===== src/rtl/turbo_pkg.sv =====
// Shared types and constants for the turbo decoder iteration controller.
// The FSM encoding, SISO select codes and width helpers live here.
package turbo_pkg;

  localparam int LLR_BITS_DEF     = 16;
  localparam int MAX_ITER_DEF     = 8;
  localparam int SISO_TIMEOUT_DEF = 64;

  localparam logic SISO_SEL_D1 = 1'b0;
  localparam logic SISO_SEL_D2 = 1'b1;

  typedef enum logic [2:0] {
    ST_IDLE    = 3'd0,
    ST_RUN_D1  = 3'd1,
    ST_WAIT_D1 = 3'd2,
    ST_RUN_D2  = 3'd3,
    ST_WAIT_D2 = 3'd4,
    ST_DONE    = 3'd5
  } state_e;

  function automatic int iter_width(input int max_iter);
    return $clog2(max_iter + 1);
  endfunction

  function automatic bit llr_bits_ok(input int bits);
    return (bits >= 2) && (bits <= 32);
  endfunction

endpackage


===== src/rtl/turbo_iter_ctrl_if.sv =====
// Frame request, SISO handshake and extrinsic-buffer strobe bundle.
// master = iteration controller, slave = frame source / SISO / buffer side.
interface turbo_iter_ctrl_if
  import turbo_pkg::*;
#(
  parameter int MAX_ITER = MAX_ITER_DEF
);
  localparam int IW = iter_width(MAX_ITER);

  logic          start;
  logic [IW-1:0] num_iter;
  logic          frame_ready;
  logic          busy;
  logic          siso_in_valid;
  logic          siso_sel;
  logic          siso_out_valid;
  logic          extr_wr_en;
  logic          extr_sel;
  logic [IW-1:0] iter_count;
  logic          done;
  logic          timeout_err;

  modport master (
    input  start, num_iter, siso_out_valid,
    output frame_ready, busy, siso_in_valid, siso_sel,
           extr_wr_en, extr_sel, iter_count, done, timeout_err
  );

  modport slave (
    output start, num_iter, siso_out_valid,
    input  frame_ready, busy, siso_in_valid, siso_sel,
           extr_wr_en, extr_sel, iter_count, done, timeout_err
  );

endinterface


===== src/rtl/siso_watchdog.sv =====
// Counts cycles spent waiting on the SISO; expired flags the last allowed wait cycle.
module siso_watchdog
  import turbo_pkg::*;
#(
  parameter int TIMEOUT = SISO_TIMEOUT_DEF
) (
  input  logic clk,
  input  logic rst,
  input  logic clear,
  input  logic enable,
  output logic expired
);

  localparam int            CW   = $clog2(TIMEOUT + 1);
  localparam logic [CW-1:0] LAST = CW'(TIMEOUT - 1);

  logic [CW-1:0] cnt_r;

  // Wait-cycle counter, saturating at the last allowed cycle
  always_ff @(posedge clk or posedge rst) begin
    if (rst) begin
      cnt_r <= {CW{1'b0}};
    end else if (clear) begin
      cnt_r <= {CW{1'b0}};
    end else if (enable && (cnt_r != LAST)) begin
      cnt_r <= cnt_r + CW'(1);
    end
  end

  assign expired = enable && (cnt_r == LAST);

endmodule


===== src/rtl/turbo_iter_ctrl.sv =====
// Turbo decoder iteration controller: sequences the shared SISO through
// decoder 1 / decoder 2 half-iterations with a per-wait watchdog.
module turbo_iter_ctrl
  import turbo_pkg::*;
#(
  parameter int BITS         = LLR_BITS_DEF,
  parameter int MAX_ITER     = MAX_ITER_DEF,
  parameter int SISO_TIMEOUT = SISO_TIMEOUT_DEF
) (
  input  logic               clk,
  input  logic               rst,
  turbo_iter_ctrl_if.master  bus
);

  localparam int            IW    = iter_width(MAX_ITER);
  localparam logic [IW-1:0] N_ONE = IW'(1);
  localparam logic [IW-1:0] N_MAX = IW'(MAX_ITER);

  if (!llr_bits_ok(BITS)) begin : g_bad_llr_bits
    $error("turbo_iter_ctrl: unsupported BITS value");
  end

  state_e        state_r;
  logic [IW-1:0] n_r;
  logic [IW-1:0] n_clamped_s;
  logic          wd_clear_s;
  logic          wd_enable_s;
  logic          wd_expired_s;

  logic          frame_ready_r;
  logic          busy_r;
  logic          siso_in_valid_r;
  logic          siso_sel_r;
  logic          extr_wr_en_r;
  logic          extr_sel_r;
  logic [IW-1:0] iter_count_r;
  logic          done_r;
  logic          timeout_err_r;

  // Requested iteration count: zero means one pass, excess is clamped
  always_comb begin
    n_clamped_s = bus.num_iter;
    if (bus.num_iter == {IW{1'b0}}) begin
      n_clamped_s = N_ONE;
    end else if (bus.num_iter > N_MAX) begin
      n_clamped_s = N_MAX;
    end else begin
      n_clamped_s = bus.num_iter;
    end
  end

  // Watchdog restarts on every launch and runs only while waiting
  always_comb begin
    wd_clear_s  = (state_r == ST_RUN_D1) || (state_r == ST_RUN_D2);
    wd_enable_s = (state_r == ST_WAIT_D1) || (state_r == ST_WAIT_D2);
  end

  siso_watchdog #(
    .TIMEOUT (SISO_TIMEOUT)
  ) u_watchdog (
    .clk     (clk),
    .rst     (rst),
    .clear   (wd_clear_s),
    .enable  (wd_enable_s),
    .expired (wd_expired_s)
  );

  // Controller FSM; every output is registered alongside the state
  always_ff @(posedge clk or posedge rst) begin
    if (rst) begin
      state_r         <= ST_IDLE;
      n_r             <= {IW{1'b0}};
      frame_ready_r   <= 1'b1;
      busy_r          <= 1'b0;
      siso_in_valid_r <= 1'b0;
      siso_sel_r      <= SISO_SEL_D1;
      extr_wr_en_r    <= 1'b0;
      extr_sel_r      <= 1'b0;
      iter_count_r    <= {IW{1'b0}};
      done_r          <= 1'b0;
      timeout_err_r   <= 1'b0;
    end else begin
      siso_in_valid_r <= 1'b0;
      extr_wr_en_r    <= 1'b0;
      done_r          <= 1'b0;
      case (state_r)
        ST_IDLE: begin
          if (bus.start) begin
            state_r         <= ST_RUN_D1;
            n_r             <= n_clamped_s;
            iter_count_r    <= N_ONE;
            siso_in_valid_r <= 1'b1;
            siso_sel_r      <= SISO_SEL_D1;
            frame_ready_r   <= 1'b0;
            busy_r          <= 1'b1;
            timeout_err_r   <= 1'b0;
          end
        end
        ST_RUN_D1: begin
          state_r <= ST_WAIT_D1;
        end
        ST_WAIT_D1: begin
          // A completion on the expiry cycle still wins over the abort
          if (bus.siso_out_valid) begin
            state_r         <= ST_RUN_D2;
            siso_in_valid_r <= 1'b1;
            siso_sel_r      <= SISO_SEL_D2;
            extr_wr_en_r    <= 1'b1;
            extr_sel_r      <= SISO_SEL_D1;
          end else if (wd_expired_s) begin
            state_r       <= ST_IDLE;
            timeout_err_r <= 1'b1;
            frame_ready_r <= 1'b1;
            busy_r        <= 1'b0;
            iter_count_r  <= {IW{1'b0}};
            siso_sel_r    <= SISO_SEL_D1;
            extr_sel_r    <= 1'b0;
          end
        end
        ST_RUN_D2: begin
          state_r <= ST_WAIT_D2;
        end
        ST_WAIT_D2: begin
          if (bus.siso_out_valid) begin
            extr_wr_en_r <= 1'b1;
            extr_sel_r   <= SISO_SEL_D2;
            if (iter_count_r < n_r) begin
              state_r         <= ST_RUN_D1;
              iter_count_r    <= iter_count_r + N_ONE;
              siso_in_valid_r <= 1'b1;
              siso_sel_r      <= SISO_SEL_D1;
            end else begin
              state_r <= ST_DONE;
              done_r  <= 1'b1;
            end
          end else if (wd_expired_s) begin
            state_r       <= ST_IDLE;
            timeout_err_r <= 1'b1;
            frame_ready_r <= 1'b1;
            busy_r        <= 1'b0;
            iter_count_r  <= {IW{1'b0}};
            siso_sel_r    <= SISO_SEL_D1;
            extr_sel_r    <= 1'b0;
          end
        end
        ST_DONE: begin
          state_r       <= ST_IDLE;
          frame_ready_r <= 1'b1;
          busy_r        <= 1'b0;
          iter_count_r  <= {IW{1'b0}};
          siso_sel_r    <= SISO_SEL_D1;
          extr_sel_r    <= 1'b0;
        end
        default: begin
          state_r       <= ST_IDLE;
          frame_ready_r <= 1'b1;
          busy_r        <= 1'b0;
          iter_count_r  <= {IW{1'b0}};
          siso_sel_r    <= SISO_SEL_D1;
          extr_sel_r    <= 1'b0;
        end
      endcase
    end
  end

  assign bus.frame_ready   = frame_ready_r;
  assign bus.busy          = busy_r;
  assign bus.siso_in_valid = siso_in_valid_r;
  assign bus.siso_sel      = siso_sel_r;
  assign bus.extr_wr_en    = extr_wr_en_r;
  assign bus.extr_sel      = extr_sel_r;
  assign bus.iter_count    = iter_count_r;
  assign bus.done          = done_r;
  assign bus.timeout_err   = timeout_err_r;

endmodule

===== src/flat_wrapper.sv =====
// flat-port wrapper written by rule: the top's interface ports become plain ports
module turbo_iter_ctrl_flat import turbo_pkg::*;
#(
  parameter int BITS         = LLR_BITS_DEF,
  parameter int MAX_ITER     = MAX_ITER_DEF,
  parameter int SISO_TIMEOUT = SISO_TIMEOUT_DEF
)
  (clk, rst, bus_start, bus_num_iter, bus_siso_out_valid, bus_frame_ready, bus_busy, bus_siso_in_valid, bus_siso_sel, bus_extr_wr_en, bus_extr_sel, bus_iter_count, bus_done, bus_timeout_err);
  turbo_iter_ctrl_if #(.MAX_ITER(MAX_ITER)) bus_i ();
  input  logic clk;
  input  logic rst;
  input wire logic [$bits(bus_i.start)-1:0] bus_start;
  input wire logic [$bits(bus_i.num_iter)-1:0] bus_num_iter;
  input wire logic [$bits(bus_i.siso_out_valid)-1:0] bus_siso_out_valid;
  output wire logic [$bits(bus_i.frame_ready)-1:0] bus_frame_ready;
  output wire logic [$bits(bus_i.busy)-1:0] bus_busy;
  output wire logic [$bits(bus_i.siso_in_valid)-1:0] bus_siso_in_valid;
  output wire logic [$bits(bus_i.siso_sel)-1:0] bus_siso_sel;
  output wire logic [$bits(bus_i.extr_wr_en)-1:0] bus_extr_wr_en;
  output wire logic [$bits(bus_i.extr_sel)-1:0] bus_extr_sel;
  output wire logic [$bits(bus_i.iter_count)-1:0] bus_iter_count;
  output wire logic [$bits(bus_i.done)-1:0] bus_done;
  output wire logic [$bits(bus_i.timeout_err)-1:0] bus_timeout_err;
  assign bus_i.start = bus_start;
  assign bus_i.num_iter = bus_num_iter;
  assign bus_i.siso_out_valid = bus_siso_out_valid;
  assign bus_frame_ready = bus_i.frame_ready;
  assign bus_busy = bus_i.busy;
  assign bus_siso_in_valid = bus_i.siso_in_valid;
  assign bus_siso_sel = bus_i.siso_sel;
  assign bus_extr_wr_en = bus_i.extr_wr_en;
  assign bus_extr_sel = bus_i.extr_sel;
  assign bus_iter_count = bus_i.iter_count;
  assign bus_done = bus_i.done;
  assign bus_timeout_err = bus_i.timeout_err;
  turbo_iter_ctrl #(.BITS(BITS), .MAX_ITER(MAX_ITER), .SISO_TIMEOUT(SISO_TIMEOUT)) u_core (.clk(clk), .rst(rst), .bus(bus_i));
endmodule

===== config.mk =====
export PLATFORM = sky130hd
export DESIGN_NAME = turbo_iter_ctrl_flat
export DESIGN_NICKNAME = d
export VERILOG_FILES = /design/src/rtl/turbo_pkg.sv /design/src/rtl/turbo_iter_ctrl_if.sv /design/src/rtl/siso_watchdog.sv /design/src/rtl/turbo_iter_ctrl.sv /design/src/flat_wrapper.sv
export SDC_FILE = /design/constraint.sdc
export NUM_CORES = 1
export LEC_CHECK = 0
export CAP_MARGIN = 5
export CORE_UTILIZATION = 50
export CTS_BUF_LIST = sky130_fd_sc_hd__clkbuf_16
export DETAILED_ROUTE_END_ITERATION = 10
export DONT_BUFFER_PORTS = 1
export MAX_ROUTING_LAYER = met4
export SYNTH_ARGS = -nofsm -noshare
export SYNTH_HDL_FRONTEND = slang
export SYNTH_SLANG_ARGS = --single-unit

===== constraint.sdc =====
create_clock -name clk -period 5.21 [get_ports clk]
set_input_delay 1.563 -clock clk [delete_from_list [all_inputs] [get_ports clk]]
set_output_delay 1.563 -clock clk [all_outputs]
set_load 0.02 [all_outputs]

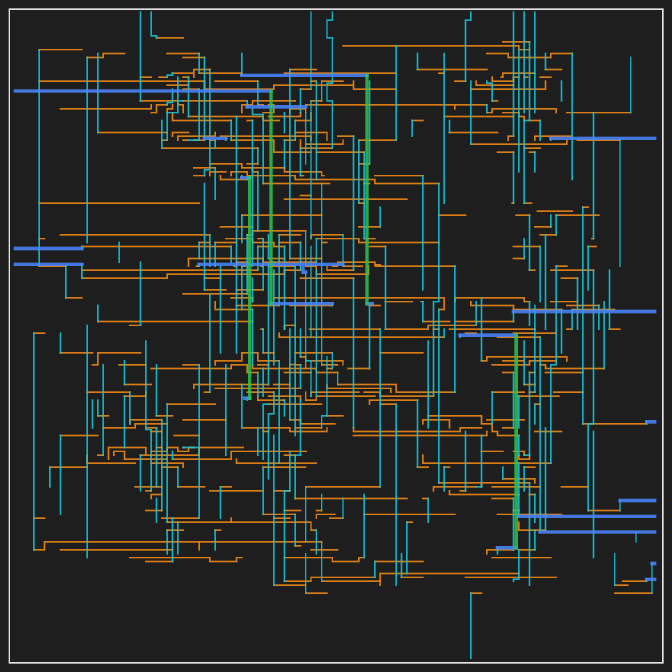
Figure 1: run 1, signal wires by layer.
Blue marks M3, wire length 125 um. Orange marks M1, wire length 1280 um. Green marks M4, wire length 75.5 um. Cyan marks M2, wire length 1220 um.
vias: 1081
GR Util All Layers: 20.2%
Routed WL per cell: 15.0 um
final WL: 2700 um

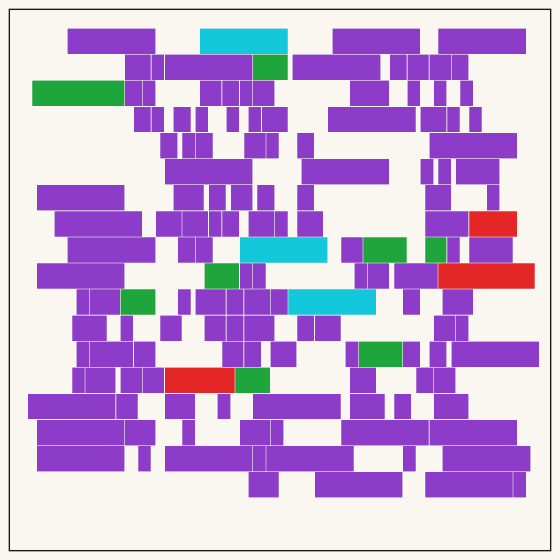
Figure 2: run 1, drive-strength map.
Cyan marks x6 and larger, cells 3, share 2.0%, most used clkbuf_16. Red marks x3 and x4, cells 3, share 2.0%. Purple marks x1 and smaller, cells 135, share 91%, most used dfrtp_1. Green marks x2, cells 8, share 5.4%.

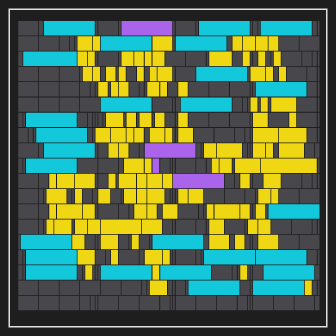
Figure 3: run 1, cell classes on the final placement.
Fill, decap, tap and diode cells in gray.
Cyan marks registers, cells 26, share of their area 43%. Purple marks clock drivers and dummy loads, cells 4, share of their area 5.2%. Yellow marks remaining logic cells, cells 119, share of their area 52%.

==> reports/summary.txt, run 1 <==
Status: complete, no violations
Flops after synth: 26
Clock Latency Late Sink: 0.26 ns
Nets@finish: 163
OpenROAD warning count: 26
Clk tree area frac: 5.08%
Core area: 2780 um2
Register share after synthesis: 44.2%
Async SR Flop Fraction: 100%
Antenna cells: 0
Syn-to-layout area delta: 5.18%
Pint: 0.000531 W
HPWL after DPL: 1980 um
Crit-path max FO: 3
Layout cells sized above 1: 9.40%
Vias/cell: 6.01
Number of multi-input logic gates: 111
Drt pass-1 iters: 4
HP Class: reg2reg
P_seq: 0.000394 W
YS chip area: 1470 um2
Mapped Area: 1470 um2
PostCTS Resize Cnt: 0
RSZ-0062 raised after global routing: false
Top Metal Used: met4
Most used DFF post-synth: dfrtp_1
Metal1 wirelength: 1280 um
Nonclk buf count: 0
Max Buffers Root-to-Sink: 2
Clock power frac: 18.8%
Largest net degree at the start of global routing: 27
GR Util met1: 25.8%
Register share of total power: 43.7%
Site Rows: 19
Startpoint Class: flop
P_leak: 0.669 nW
Seq Cell Count: 26
Max IR drop VDD: 356 uV
Syn avg cell area: 9.63 um2
Comb pwr share: 37.5%
Logic inverters: 8
run 1: sequential cells by signal (all words and copies together) (netlist names):
signal and flops:
u_core.bus.siso_in_valid 1, u_core.state_r 3, u_core.bus.siso_sel 1, u_core.u_watchdog.cnt_r 7, u_core.bus.done 1, u_core.bus.busy 1
u_core.bus.iter_count 4, u_core.n_r 4, u_core.bus.extr_wr_en 1, u_core.bus.extr_sel 1, u_core.bus.timeout_err 1, u_core.bus.frame_ready 1
run 1: cell families (layout without fill, tap and decap cells):
logic type      count (synthesis)  in the layout  share of synthesized area [%]
simple gates                   61             61                           23.0
compound gates                 36             36                           18.0
flops                          26             26                           44.2
buf+inv                        16             12                           4.84
xor+xnor                        6              6                           3.57
fa+ha+maj                       5              5                           4.24
mux                             3              3                           2.12
run 1: final timing paths:
kind,from,end,slack [ns],cells past startpoint
worst min-delay path,u_core.n_r[1]$_DFFE_PP0P_,u_core.n_r[1]$_DFFE_PP0P_,0.49,2
worst max-delay path,u_core.bus.frame_ready$_DFFE_PP1P_,bus_frame_ready,2.79,0
max in group asynchronous,rst,u_core.n_r[0]$_DFFE_PP0P_,3.22,1
min in group asynchronous,rst,u_core.bus.iter_count[1]$_DFFE_PP0P_,1.40,1
worst min register to register,u_core.n_r[1]$_DFFE_PP0P_,u_core.n_r[1]$_DFFE_PP0P_,0.49,2
worst max register to register,u_core.bus.iter_count[1]$_DFFE_PP0P_,u_core.bus.iter_count[0]$_DFFE_PP0P_,3.26,5
run 1: per-stage QoR:
stage / std cells / hold slack [ns] / worst slack, ns
finish: 180 / 0.491 / 2.79
global route: 180 / 0.526 / 2.75
CTS: 180 / 0.506 / 2.79
detailed placement: 176 / 0.492 / 2.59
global placement: 176 / 0.477 / 2.58
floorplan: 153 / 0.450 / 2.60
Figure 4. Placement view (run 1).
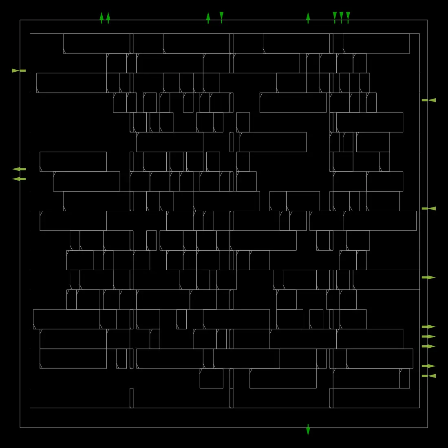

--- run 2 (diff from run 1) ---
--- a/config.mk
+++ b/config.mk
@@ -11,6 +11,7 @@
 export DETAILED_ROUTE_END_ITERATION = 10
 export DONT_BUFFER_PORTS = 1
 export MAX_ROUTING_LAYER = met4
+export PLACE_DENSITY = 0.68
 export SYNTH_ARGS = -nofsm -noshare
 export SYNTH_HDL_FRONTEND = slang
 export SYNTH_SLANG_ARGS = --single-unit
==> constraint.sdc (replaced) <==
create_clock -name clk -period 2.1 [get_ports clk]
set_input_delay 0.63 -clock clk [delete_from_list [all_inputs] [get_ports clk]]
set_output_delay 0.63 -clock clk [all_outputs]
set_load 0.02 [all_outputs]
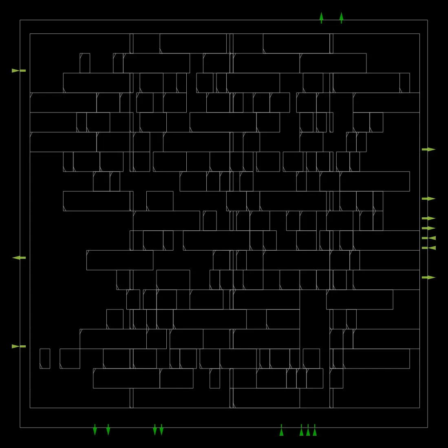
Figure 5: run 2, placement view.
flop share of the area: 40.9%
Tapcells: 31

==> reports/summary.txt, run 2 <==
Status: complete, no violations
P_leak: 0.696 nW
Largest family of logic cells by area: simple AND/OR/NAND/NOR gates
PostCTS Resize Cnt: 0
RSZ-0062 raised after global routing: false
Syn avg cell area: 9.63 um2
Mux cell area share after synthesis: 2.12%
Initial Util: 53.0%
Layout cells sized above 1: 12.9%
Vias/cell: 5.96
Clock Latency Late Sink: 0.26 ns
Setup slack, reg-to-reg: 0.17 ns
Register share after synthesis: 44.2%
Syn-to-layout area delta: 8.23%
Async SR Flop Fraction: 100%
Nets@finish: 169
Worst Setup EP: u_core.bus.iter_count[0]$_DFFE_PP0P_
Crit path depth: 6
Non-filler instance count after layout: 186
Most flop-heavy register: u_core.u_watchdog.cnt_r
Antenna cells: 0
HPWL after DPL: 2030 um
Remaining DRCs: 0
Synth top area share: 42.4%
Crit-path slowest cell: nor4_2
Largest register FFs: 7
HP Class: in2async
Core area: 2780 um2
Yosys simple share: 23.0%
Largest net degree at the start of global routing: 27
GR Util All Layers: 21.0%
Fin area: 1600 um2
Routed WL per cell: 15.4 um
Most used DFF post-synth: dfrtp_1
XORs/XNORs by Area: 3.57%
Flops after synth: 26
Crit-path max FO: 6
YS chip area: 1470 um2
AO/OA Area Share: 18.0%
Drt pass-1 iters: 4
DP Cell Count: 182
OpenROAD warning count: 26
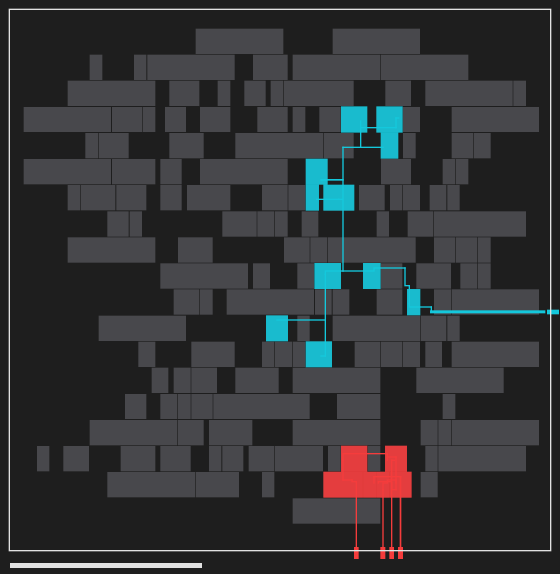
Figure 6: run 2, nets reached from selected ports.
Bar = 20 um.
Red marks bus_num_iter, bits 4, direction input, edge bottom, end cells 6, wire 51.8 um. Cyan marks bus_siso_out_valid, bits 1, direction input, edge right, end cells 11, wire 71.6 um.
Ports: 20
IO Port Bufs: 0

[run 2: netlist changes by cell type in the layout (fill, tap and decap cells not counted)]
cell	before	now
clkinv_1	0	1
inv_1	9	8
buf_4	0	6
[run 2: logic make-up (layout without fill, tap and decap cells)]
logic type | after synthesis | in the layout
compound gates | 36 | 36
xor+xnor | 6 | 6
fa+ha+maj | 5 | 5
buf+inv | 16 | 18
flops | 26 | 26
mux | 3 | 3
simple gates | 61 | 61
[run 2: area by class of cell]
class / instances / area share, %
clock buffers: 3 / 4.71
clock inverters: 1 / 0.235
inverters: 8 / 1.88
multi-input cells: 111 / 47.1
flip-flops and latches: 26 / 40.9
well taps: 31 / 2.43
repair buffers: 6 / 2.82
[run 2: stage by stage]
step                      worst slack (ns)  hold slack, ns  total power (W)
after global placement               0.279           0.479          0.00187
after detailed placement             0.159           0.477          0.00190
final                                0.167           0.308          0.00231
after floorplan                      0.342           0.450          0.00170
after CTS                            0.142           0.325          0.00232
after global routing                0.0401           0.338          0.00250
[run 2: where the power goes]
group / internal (W) / leakage [nW] / switching, W
clock network: 0.000255 / 0.0385 / 0.000169
registers: 0.000662 / 0.335 / 0.000265
logic: 0.000447 / 0.322 / 0.000517
total: 0.00136 / 0.696 / 0.000950
[run 2: layer usage]
layer  routed length, um  global-route usage [%]  vias to the layer above
met5                   0                       -                        -
met3                  82                    3.92                        5
li1                    -                       -                      548
met2                1340                    32.1                       17
met4                  38                    8.71                        0
met1                1400                    27.7                      539
Figure 7. Drive-strength map (run 2).
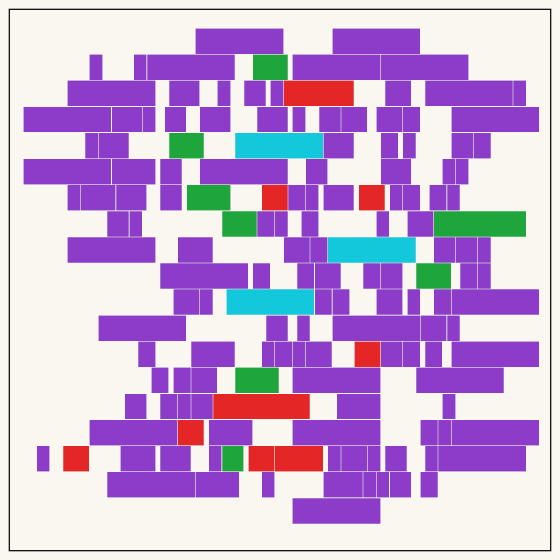

--- run 3 (diff from run 2) ---
==> constraint.sdc (replaced) <==
create_clock -name clk -period 2.1 [get_ports clk]
set_input_delay 0.63 -clock clk [delete_from_list [all_inputs] [get_ports clk]]
set_output_delay 0.63 -clock clk [all_outputs]
set_load 0.1 [all_outputs]
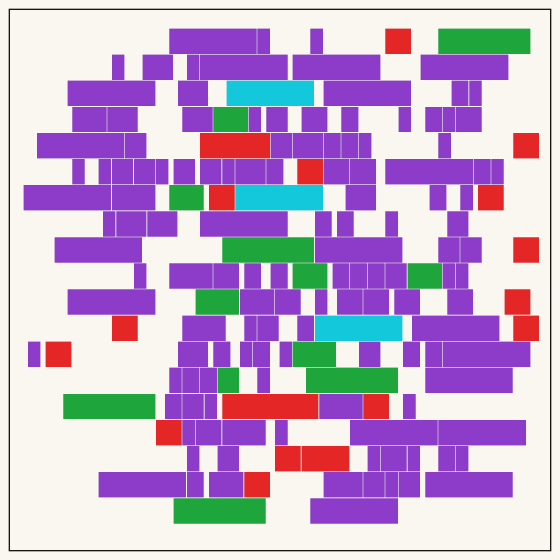
Figure 8: run 3, drive-strength map.
Green marks x2, cells 12, share 7.4%, most used dfrtp_2. Red marks x3 and x4, cells 17, share 10%, most used buf_4. Purple marks x1 and smaller, cells 131, share 80%, most used dfrtp_1. Cyan marks x6 and larger, cells 3, share 1.8%, most used clkbuf_16.

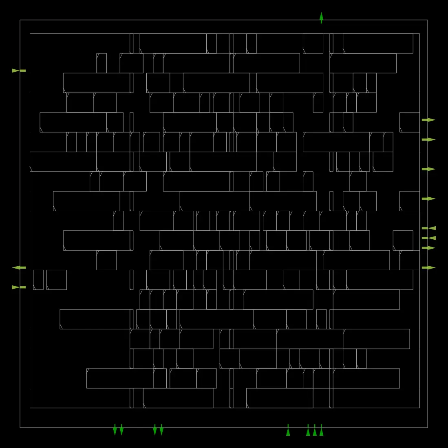
Figure 9: run 3, placement view.
non-filler instance count after layout: 194
flop share of the area: 39.6%
fin util: 59.7%
Seq Cell Count: 26

==> reports/summary.txt, run 3 <==
Status: complete, no violations
XORs/XNORs by Area: 3.57%
Routing usage on met3: 3.92%
Core area: 2780 um2
Largest net degree at the start of global routing: 27
IO Port Bufs: 0
PwrDens: 1670 nW/um2
Vias: 1141
GR Util All Layers: 22.0%
Mux cell area share after synthesis: 2.12%
RR Endpoint: u_core.bus.timeout_err$_DFFE_PP0P_
# hold bufs at CTS: 0
Pwr Total: 0.00278 W
RSZ-0062 raised after global routing: false
Syn avg cell area: 9.63 um2
Die Wd: 56.3 um
Most flop-heavy register: u_core.u_watchdog.cnt_r
Setup slack, reg-to-reg: 0.28 ns
Startpoint Class: flop
Min Hold Slack: 0.308 ns
Final Max Slew Viols: 0
OpenROAD warning count: 26
Syn-to-layout area delta: 12.6%
Final setup fails: 0
Cycle use final: 86.7%
Clock transition at path regs: 0.06 ns
Post-synth EDFFs: 0
Buf+Inv Stages, Crit Path: 1
Crit-path max FO: 12
Initial Util: 53.0%
CTS tree: yes
GR Util met2: 33.5%
AO/OA Area Share: 18.0%
Clock Latency Late Sink: 0.26 ns
Register share after synthesis: 44.2%
Delay-heaviest family, CP: simple AND/OR/NAND/NOR gates
Critical path class: reg2reg
Fin area: 1660 um2
CP cell instances: buf_4 > nor4b_1 > a21oi_1 > a31oi_1
Setup TNS: 0 ns
Die area: 3170 um2
Max Buffers Root-to-Sink: 2
Met3 WL: 154 um
Busiest grt layer: met2
Crit-path slowest cell: nor4b_1
Register-to-Register Path Depth: 4
Placement Setup Slack: 0.353 ns
Most used DFF post-synth: dfrtp_1
Metal1 wirelength: 1350 um
Drt pass-1 iters: 4
Top cell excl fill/tap: dfrtp_1
HPWL after DPL: 2160 um
HP Class: in2async
Flops after synth: 26
Layout cells sized above 1: 19.6%
Yosys simple share: 23.0%
YS chip area: 1470 um2
DP Cell Count: 190
First-pass GRT wire length: 5300 um
Critical R2R Launch: u_core.state_r[0]$_DFFE_PP0N_
Synth top area share: 42.4%
Remaining DRCs: 0
Ports: 20
Largest family of logic cells by area: simple AND/OR/NAND/NOR gates
Vias in the first global route: 1155
Site Rows: 19
Final Hold Vio Count: 0
GR Util met1: 30.3%
Final worst path period need: 1.82 ns
Async SR Flop Fraction: 100%
Nets@finish: 177
Largest register FFs: 7
PostCTS Resize Cnt: 0
Library cells used by synthesis: 48
Vias/cell: 5.88
Max IR drop VDD: 1090 uV
Final setup margin: 0.278 ns
P_leak: 0.734 nW
Final WL: 2930 um
Mapped Area: 1470 um2
WL met2: 1390 um
CP endpoint kind: flop
Routed WL per cell: 15.1 um
Adder Share, Synth: 4.24%
Top Metal Used: met4
Htree depth: 1
Antenna cells: 0
## run 3: cell count changes in the layout (fill, tap and decap cells not counted)
cell | previous run | this run
dfrtp_2 | 0 | 4
buf_4 | 6 | 14
clkinv_1 | 1 | 0
inv_1 | 8 | 9
dfrtp_1 | 25 | 21
## run 3: cell families after synthesis
| family | after synthesis |
|---|---|
| AOI/OAI and AO/OA | 36 |
| xor gates and xnor gates | 6 |
| adders and majority gates | 5 |
| buffers and inverters | 16 |
| DFF | 26 |
| muxes | 3 |
| and+or+nand+nor | 61 |
## run 3: area by class of cell
class                      count  area (um2)  area share [%]
tap                           31        38.8            2.34
inverter                       8        30.0            1.81
clock buffer                   3        75.1            4.52
sequential                    26         657            39.6
clock inverter                 1        3.75           0.226
multi-input combinational    111         751            45.2
timing repair buffer          14         105            6.33
## run 3: how the worst max path moves through the flow
stage	from	to	slack [ns]	depth (start not counted)
2_1_floorplan	u_core.bus.iter_count[1]$_DFFE_PP0P_	u_core.bus.iter_count[0]$_DFFE_PP0P_	0.13	4
3_3_place_gp	u_core.state_r[0]$_DFFE_PP0N_	u_core.bus.busy$_DFFE_PP0P_	0.37	5
3_5_place_dp	u_core.u_watchdog.cnt_r[0]$_DFFE_PP0P_	u_core.bus.iter_count[0]$_DFFE_PP0P_	0.35	5
4_1_cts	u_core.bus.iter_count[2]$_DFFE_PP0P_	u_core.bus.iter_count[0]$_DFFE_PP0P_	0.30	6
5_1_grt	u_core.state_r[2]$_DFFE_PP0N_	u_core.bus.iter_count[0]$_DFFE_PP0P_	0.12	4
6_report	u_core.state_r[0]$_DFFE_PP0N_	u_core.bus.timeout_err$_DFFE_PP0P_	0.28	4
## run 3: report_power, final
part	internal [W]	switching, W	leakage [nW]
logic	0.000500	0.000948	0.363
clock network	0.000254	0.000162	0.0423
registers	0.000666	0.000248	0.329
Power is estimated from default activity; no workload was simulated.
